File: config.mk
export PLATFORM = sky130hd
export DESIGN_NAME = sonuc_bcd_cevirici
export DESIGN_NICKNAME = d
export VERILOG_FILES = /design/src/rtl/sonuc_bcd_cevirici_pkg.sv /design/src/rtl/sonuc_bcd_cevirici_duzelt.sv /design/src/rtl/sonuc_bcd_cevirici.sv
export SDC_FILE = /design/constraint.sdc
export NUM_CORES = 1
export LEC_CHECK = 0
export CORE_UTILIZATION = 53
export DETAILED_ROUTE_END_ITERATION = 8
export PLACE_DENSITY = 0.88
export SLEW_MARGIN = 20
export SYNTH_ARGS = -nofsm -noshare
export SYNTH_HDL_FRONTEND = slang
export SYNTH_SLANG_ARGS = --single-unit
export TNS_END_PERCENT = 5
File: constraint.sdc
create_clock -name clk -period 4.3 [get_ports clk]
set_input_delay 0.43 -clock clk [delete_from_list [all_inputs] [get_ports clk]]
set_output_delay 0.43 -clock clk [all_outputs]
set_load 0.01 [all_outputs]
File: src/rtl/sonuc_bcd_cevirici_pkg.sv
// Shared definitions for the Q32.32 result to BCD converter.
//   - FSM state encodings
//   - Q32.32 field bounds (integer part [63:32], fraction [31:0])
//   - BCD accumulator width and bit-counter width
package sonuc_bcd_cevirici_pkg;

  localparam int TAM_W     = 32;          // integer bits converted
  localparam int BASAMAK   = 10;          // BCD digits, 10**10 > 2**32
  localparam int BCD_W     = 4 * BASAMAK; // packed BCD width
  localparam int TAM_MSB   = 63;
  localparam int TAM_LSB   = 32;
  localparam int KESIR_MSB = 31;
  localparam int SAYAC_W   = 6;           // bit counter, holds 0..TAM_W-1

  typedef enum logic [1:0] {
    BOS      = 2'd0,  // idle, accepting input
    DONUSTUR = 2'd1,  // double-dabble in progress, one bit per clock
    SUN      = 2'd2   // result presented, waiting for downstream
  } durum_t;

endpackage

File: src/rtl/sonuc_bcd_cevirici_duzelt.sv
// Double-dabble digit correction: one BCD digit, add 3 when >= 5.
// Ports:
//   giris  in  4  current digit
//   cikis  out 4  corrected digit (never overflows 4 bits for a valid digit)
module bcd_basamak_duzelt (
  input  logic [3:0] giris,
  output logic [3:0] cikis
);

  assign cikis = (giris >= 4'd5) ? (giris + 4'd3) : giris;

endmodule

File: src/rtl/sonuc_bcd_cevirici.sv
// Converts the unsigned integer part of a Q32.32 result word into 10 packed
// BCD digits using sequential double-dabble (one bit per clock) and hands
// digits plus the raw fraction to the next stage.
//
// Handshake: input transfer happens on a rising edge where giris_gecerli=1
// and hazir=1; output transfer happens on a rising edge where
// cikis_gecerli=1 and cikis_hazir=1. Outputs hold steady while
// cikis_gecerli=1 and cikis_hazir=0. All outputs come straight from
// registers; none depends combinationally on an input.
//
// Ports:
//   clk            in   1   clock, rising edge
//   rst_n          in   1   asynchronous active-low reset
//   sonuc          in   64  Q32.32 result word
//   tasma          in   1   overflow flag of sonuc
//   giris_gecerli  in   1   sonuc/tasma valid
//   hazir          out  1   idle, accepts input
//   bcd            out  40  packed BCD, digit 9 at [39:36]
//   kesir          out  32  fraction bits sonuc[31:0]
//   hata           out  1   overflowed result, bcd forced to 0
//   cikis_gecerli  out  1   bcd/kesir/hata valid
//   cikis_hazir    in   1   downstream accepts output
//   dbg_durum      out  2   current FSM state (debug visibility)
module sonuc_bcd_cevirici
  import sonuc_bcd_cevirici_pkg::*;
(
  input  logic               clk,
  input  logic               rst_n,
  input  logic [63:0]        sonuc,
  input  logic               tasma,
  input  logic               giris_gecerli,
  output logic               hazir,
  output logic [BCD_W-1:0]   bcd,
  output logic [KESIR_MSB:0] kesir,
  output logic               hata,
  output logic               cikis_gecerli,
  input  logic               cikis_hazir,
  output logic [1:0]         dbg_durum
);

  durum_t             durum;
  logic [SAYAC_W-1:0] sayac;
  logic [TAM_W-1:0]   kaydirma;
  logic [BCD_W-1:0]   acc;
  logic [BCD_W-1:0]   duz;
  logic [KESIR_MSB:0] kesir_r;
  logic               hata_r;

  // Add-3 correction on every digit in parallel; digits are independent.
  for (genvar g = 0; g < BASAMAK; g++) begin : g_duzelt
    bcd_basamak_duzelt u_duzelt (
      .giris (acc[4*g +: 4]),
      .cikis (duz[4*g +: 4])
    );
  end

  always_ff @(posedge clk or negedge rst_n) begin
    if (!rst_n) begin
      durum    <= BOS;
      sayac    <= '0;
      kaydirma <= '0;
      acc      <= '0;
      kesir_r  <= '0;
      hata_r   <= 1'b0;
    end else begin
      case (durum)
        BOS: begin
          if (giris_gecerli) begin
            kaydirma <= sonuc[TAM_MSB:TAM_LSB];
            kesir_r  <= sonuc[KESIR_MSB:0];
            hata_r   <= tasma;
            acc      <= '0;
            sayac    <= '0;
            // Overflowed results skip conversion; bcd stays cleared.
            durum    <= tasma ? SUN : DONUSTUR;
          end
        end
        DONUSTUR: begin
          // {bcd, shift} shifted left once after correction.
          acc      <= {duz[BCD_W-2:0], kaydirma[TAM_W-1]};
          kaydirma <= {kaydirma[TAM_W-2:0], 1'b0};
          if (sayac == SAYAC_W'(TAM_W - 1)) begin
            sayac <= '0;
            durum <= SUN;
          end else begin
            sayac <= sayac + 1'b1;
          end
        end
        SUN: begin
          if (cikis_hazir) durum <= BOS;
        end
        default: durum <= BOS;
      endcase
    end
  end

  assign hazir         = (durum == BOS);
  assign cikis_gecerli = (durum == SUN);
  assign bcd           = acc;
  assign kesir         = kesir_r;
  assign hata          = hata_r;
  assign dbg_durum     = durum;

endmodule

### M1 wires

Drawn at 3 px/um.
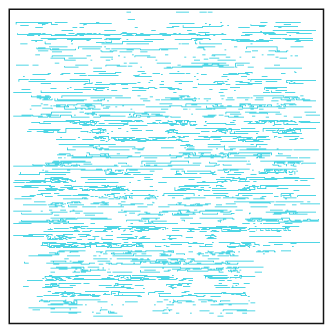
longest straight run: 21.2 um
share of all routed wire: 40%
main direction: horizontal
nets with wire on the layer: 682

### Layout detail

Window x 66 to 91, y 66 to 91 um. Cells in gray, sequential cells in the stronger gray; small squares are vias.
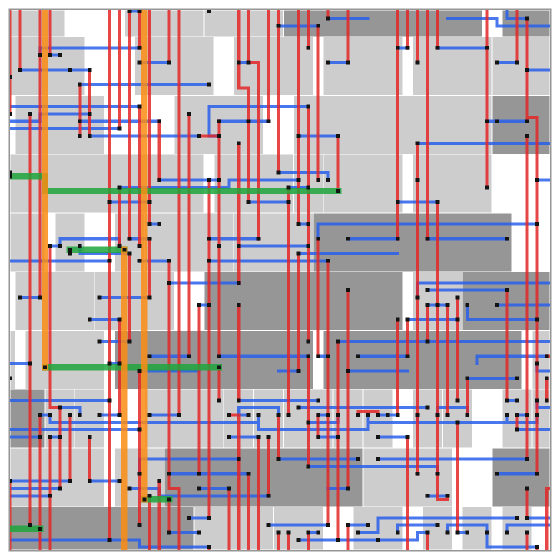
| layer | color |
|---|---|
| metal 1 | blue |
| metal 4 | orange |
| metal 3 | green |
| metal 2 | red |
netlist names of flops here include: kaydirma (3), kesir (3)
most frequent: clkdlybuf4s50_1 (14), nand2_1 (12), dfrtp_1 (6)
cells with their middle in the window: 48
sequential cells in the window: 6

### Gate families picked out

Drawn at 3 px/um.
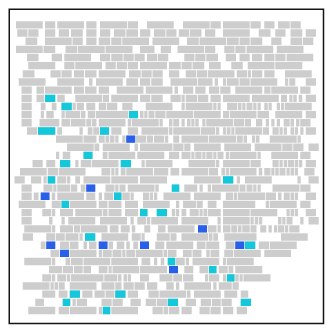
| family | color | cells |
|---|---|---|
| xor and xnor cells | blue | 10 |
| non-inverting ao/oa cells | cyan | 26 |

### Congestion heat map

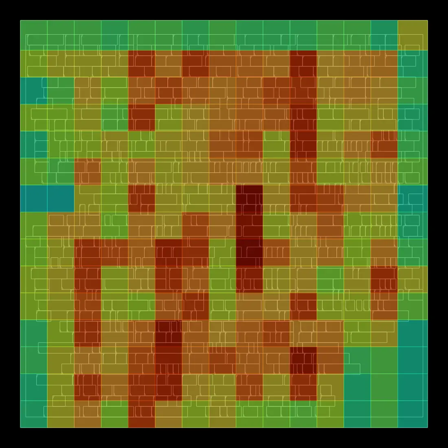
fin util: 0.771
GR met3 Demand/Resource: 0.0539
Routed WL per cell: 18.1 um
most crowded layer after global routing: met2
GR Util met1: 0.335

### Where the registers sit

Drawn at 4 px/um. Other sequential cells in the stronger gray, the rest of the logic in the fainter gray.
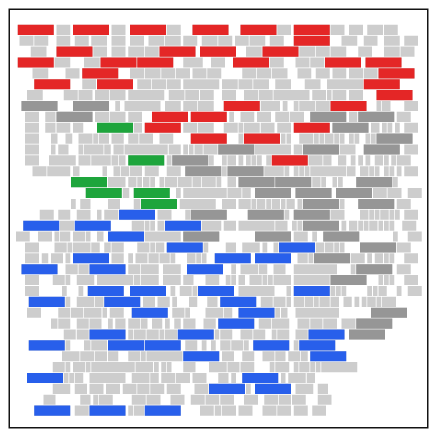
| name in the netlist | color | placed flops |
|---|---|---|
| kesir | red | 32 |
| sayac | green | 6 |
| bcd | blue | 40 |

==> qor.csv <==
metric,value,unit
ys_sh_xor,0.0158,
ys_cells,529,
hold_violations,81,
io_buffers,145,
antenna_found_initial,0,
ys.flops,113,
top_logic_kind,AND-OR/OR-AND gates,
clkSlewWorstSetupHoldPaths,0.06,ns
hpwlAfterDp,9.19,mm
grt_pass1_wl,23.8,mm
syn_inst,529,
rsz0062_at_grt,no,
htreeDepth,4,
max-vdd-ir-drop,0.655,mV
wirelength,14.7,mm
crit_fanout,44,
fin_hold_ws,-0.0492,ns
crit_path_end_kind,flip-flop,
vias,4749,
grt_overflow_total,0,
ys_seq_frac,0.510,
ios,146,
drive_gt1_frac,0.102,
num_rows,36,
drc_errors,0,
outcome,"finished, violations left",
setup_violations,0,
violations,hold timing,
diodes,0,
cp.required,4.72,ns
fp_util,0.557,
drv_slew,0,
synth.avg_cell_area,10.5,um^2
period_minus_slack,2.56,ns
finClkSkew,0.00606,ns
holdBufCountCts,0,
cellPowerDensity,637,nW/um^2
critPathLaunchType,flip-flop,
pre_cts_slack,1.82,ns
drv_cap,0,
crit_type,reg2reg,
syn_to_final_growth,38.5,%
synth.distinct_cells,39,
cts_tree,yes,
final_area,7670,um^2
dr.first_iter.drc_count,390,
synthSimpleGateAreaFrac,0.109,
relSlewSlack,0.273,
drtPass1Iterations,7,
final_cell_mix,"144 x clkdlybuf4s50_1, 113 x dfrtp_1, 85 x nand2_1",
cts_buffers,17,
cp.arrival,2.98,ns
fp_nets,619,
syn-cell-area,5540,um^2
ys_sh_adder,0.0474,
synthMuxAreaShare,0.0707,
clk_latency,0.52,ns
finalWorstSetupSlack,1.74,ns
cts_setup_buffers,0,
die_h,104,um
die_w,104,um
clock_path_buffers,2,
groute.usage.overall,0.277,
grt_pass1_vias,4767,
setup_tns,0,ns
leakage,0.00307,uW
mostFrequentLayoutCell,clkdlybuf4s50_1,
layout.nets,756,
die_area,10900,um^2
hp-class,in2async,
final-seq-area,2830,um^2
async_flop_share,1.00,
worst_slew_pin_slew,1.09,ns
cts_root_buffer,clkbuf_8,
finalCritPeriodShare,0.595,
vias_per_cell,5.86,
multiInputGateArea,2400,um^2
yosysChipArea,5540,um^2
fmax,0.391,GHz
ys_warn_count,0,
clkSinkCount,113,
compound_area_frac,0.187,
nFillCells,619,
edf_count,0,
cts-resized-gates,0,
ant_nets,0,
globalplace.congestion,0.824,
placed_cell_area,7030,um^2
warnings,36,
ff_type,dfrtp_1,
core,9950,um^2
grt_max_degree,95,
-- metrics by stage --
stage                     hold slack (ns)  std cells  total power [uW]   util
after CTS                           0.123        810              4910  0.770
after global placement              0.471        780              3260  0.706
final                             -0.0492        810              4890  0.771
after detailed placement            0.483        780              3340  0.706
after floorplan                     0.134        529              2670      -
after global routing               0.0126        810              5140  0.771
-- final cells by class --
type                            instances  share of cell area
Multi-Input combinational cell        342               0.312
Clock buffer                           20              0.0594
Tap cell                              133              0.0217
Inverter                               43              0.0210
Timing Repair Buffer                  149               0.193
Clock inverter                         10              0.0238
Sequential cell                       113               0.369
-- report_power, final --
group / internal, uW / switching [uW]
Sequential: 1420 / 231
Combinational: 814 / 893
Clock: 1040 / 497
-- sequential cells by signal (all words and copies together), names as in the netlist --
register	flops
hata	1
kaydirma	32
sayac	6
dbg_durum	2
kesir	32
bcd	40
-- worst paths after layout --
check	from	endpoint	slack, ns	cells past startpoint
worst min register to register	kesir[21]$_DFFE_PN0P_	kesir[21]$_DFFE_PN0P_	0.49	1
worst min-delay path	rst_n	bcd[5]$_DFFE_PN0P_	-0.05	1
min in group clk	sonuc[35]	kaydirma[3]$_DFFE_PN0P_	0.48	3
worst max-delay path	dbg_durum[0]$_DFFE_PN0P_	kaydirma[4]$_DFFE_PN0P_	1.74	4
worst max register to register	dbg_durum[0]$_DFFE_PN0P_	kaydirma[4]$_DFFE_PN0P_	1.74	4
max in group asynchronous	rst_n	kesir[2]$_DFFE_PN0P_	3.41	2
-- per-layer routing --
| layer | global-route usage | up-vias | part of all wire |
|---|---|---|---|
| met4 | 0.113 | 0 | 0.024 |
| met2 | 0.486 | 149 | 0.54 |
| met5 | 0 | - | 0 |
| li1 | - | 2179 | - |
| met3 | 0.0539 | 32 | 0.043 |
| met1 | 0.335 | 2389 | 0.40 |
-- synth_stat cells, types with 2 or more instances --
library cell / number / share of area
mux2i_1: 2 / 0.0036
buf_4: 3 / 0.0041
nor2_1: 33 / 0.022
o32ai_1: 9 / 0.014
o21a_1: 10 / 0.014
o31ai_1: 10 / 0.014
dfrtp_1: 113 / 0.51
inv_1: 43 / 0.029
a31oi_1: 31 / 0.035
o2111ai_1: 21 / 0.033
a32o_1: 10 / 0.018
o21ai_0: 16 / 0.014
xnor2_1: 9 / 0.014
mux2_1: 3 / 0.0061
buf_2: 13 / 0.012
a22o_1: 3 / 0.0047
nand3_1: 2 / 0.0018
buf_6: 4 / 0.0081
clkbuf_1: 11 / 0.0075
o221ai_1: 10 / 0.016
nand2_1: 85 / 0.058
mux2_2: 30 / 0.061
nor3_1: 2 / 0.0018
nor2b_1: 11 / 0.012
nand2b_1: 2 / 0.0023
o311ai_0: 10 / 0.016
ha_1: 21 / 0.047
-- critical path: stages, from the launching register on --
cell and delay (ns):
dfrtp_1 0.65, nor2b_4 0.93, buf_4 0.48, nand2_1 0.13, a31oi_1 0.25
Power and IR drop assume default switching activity.
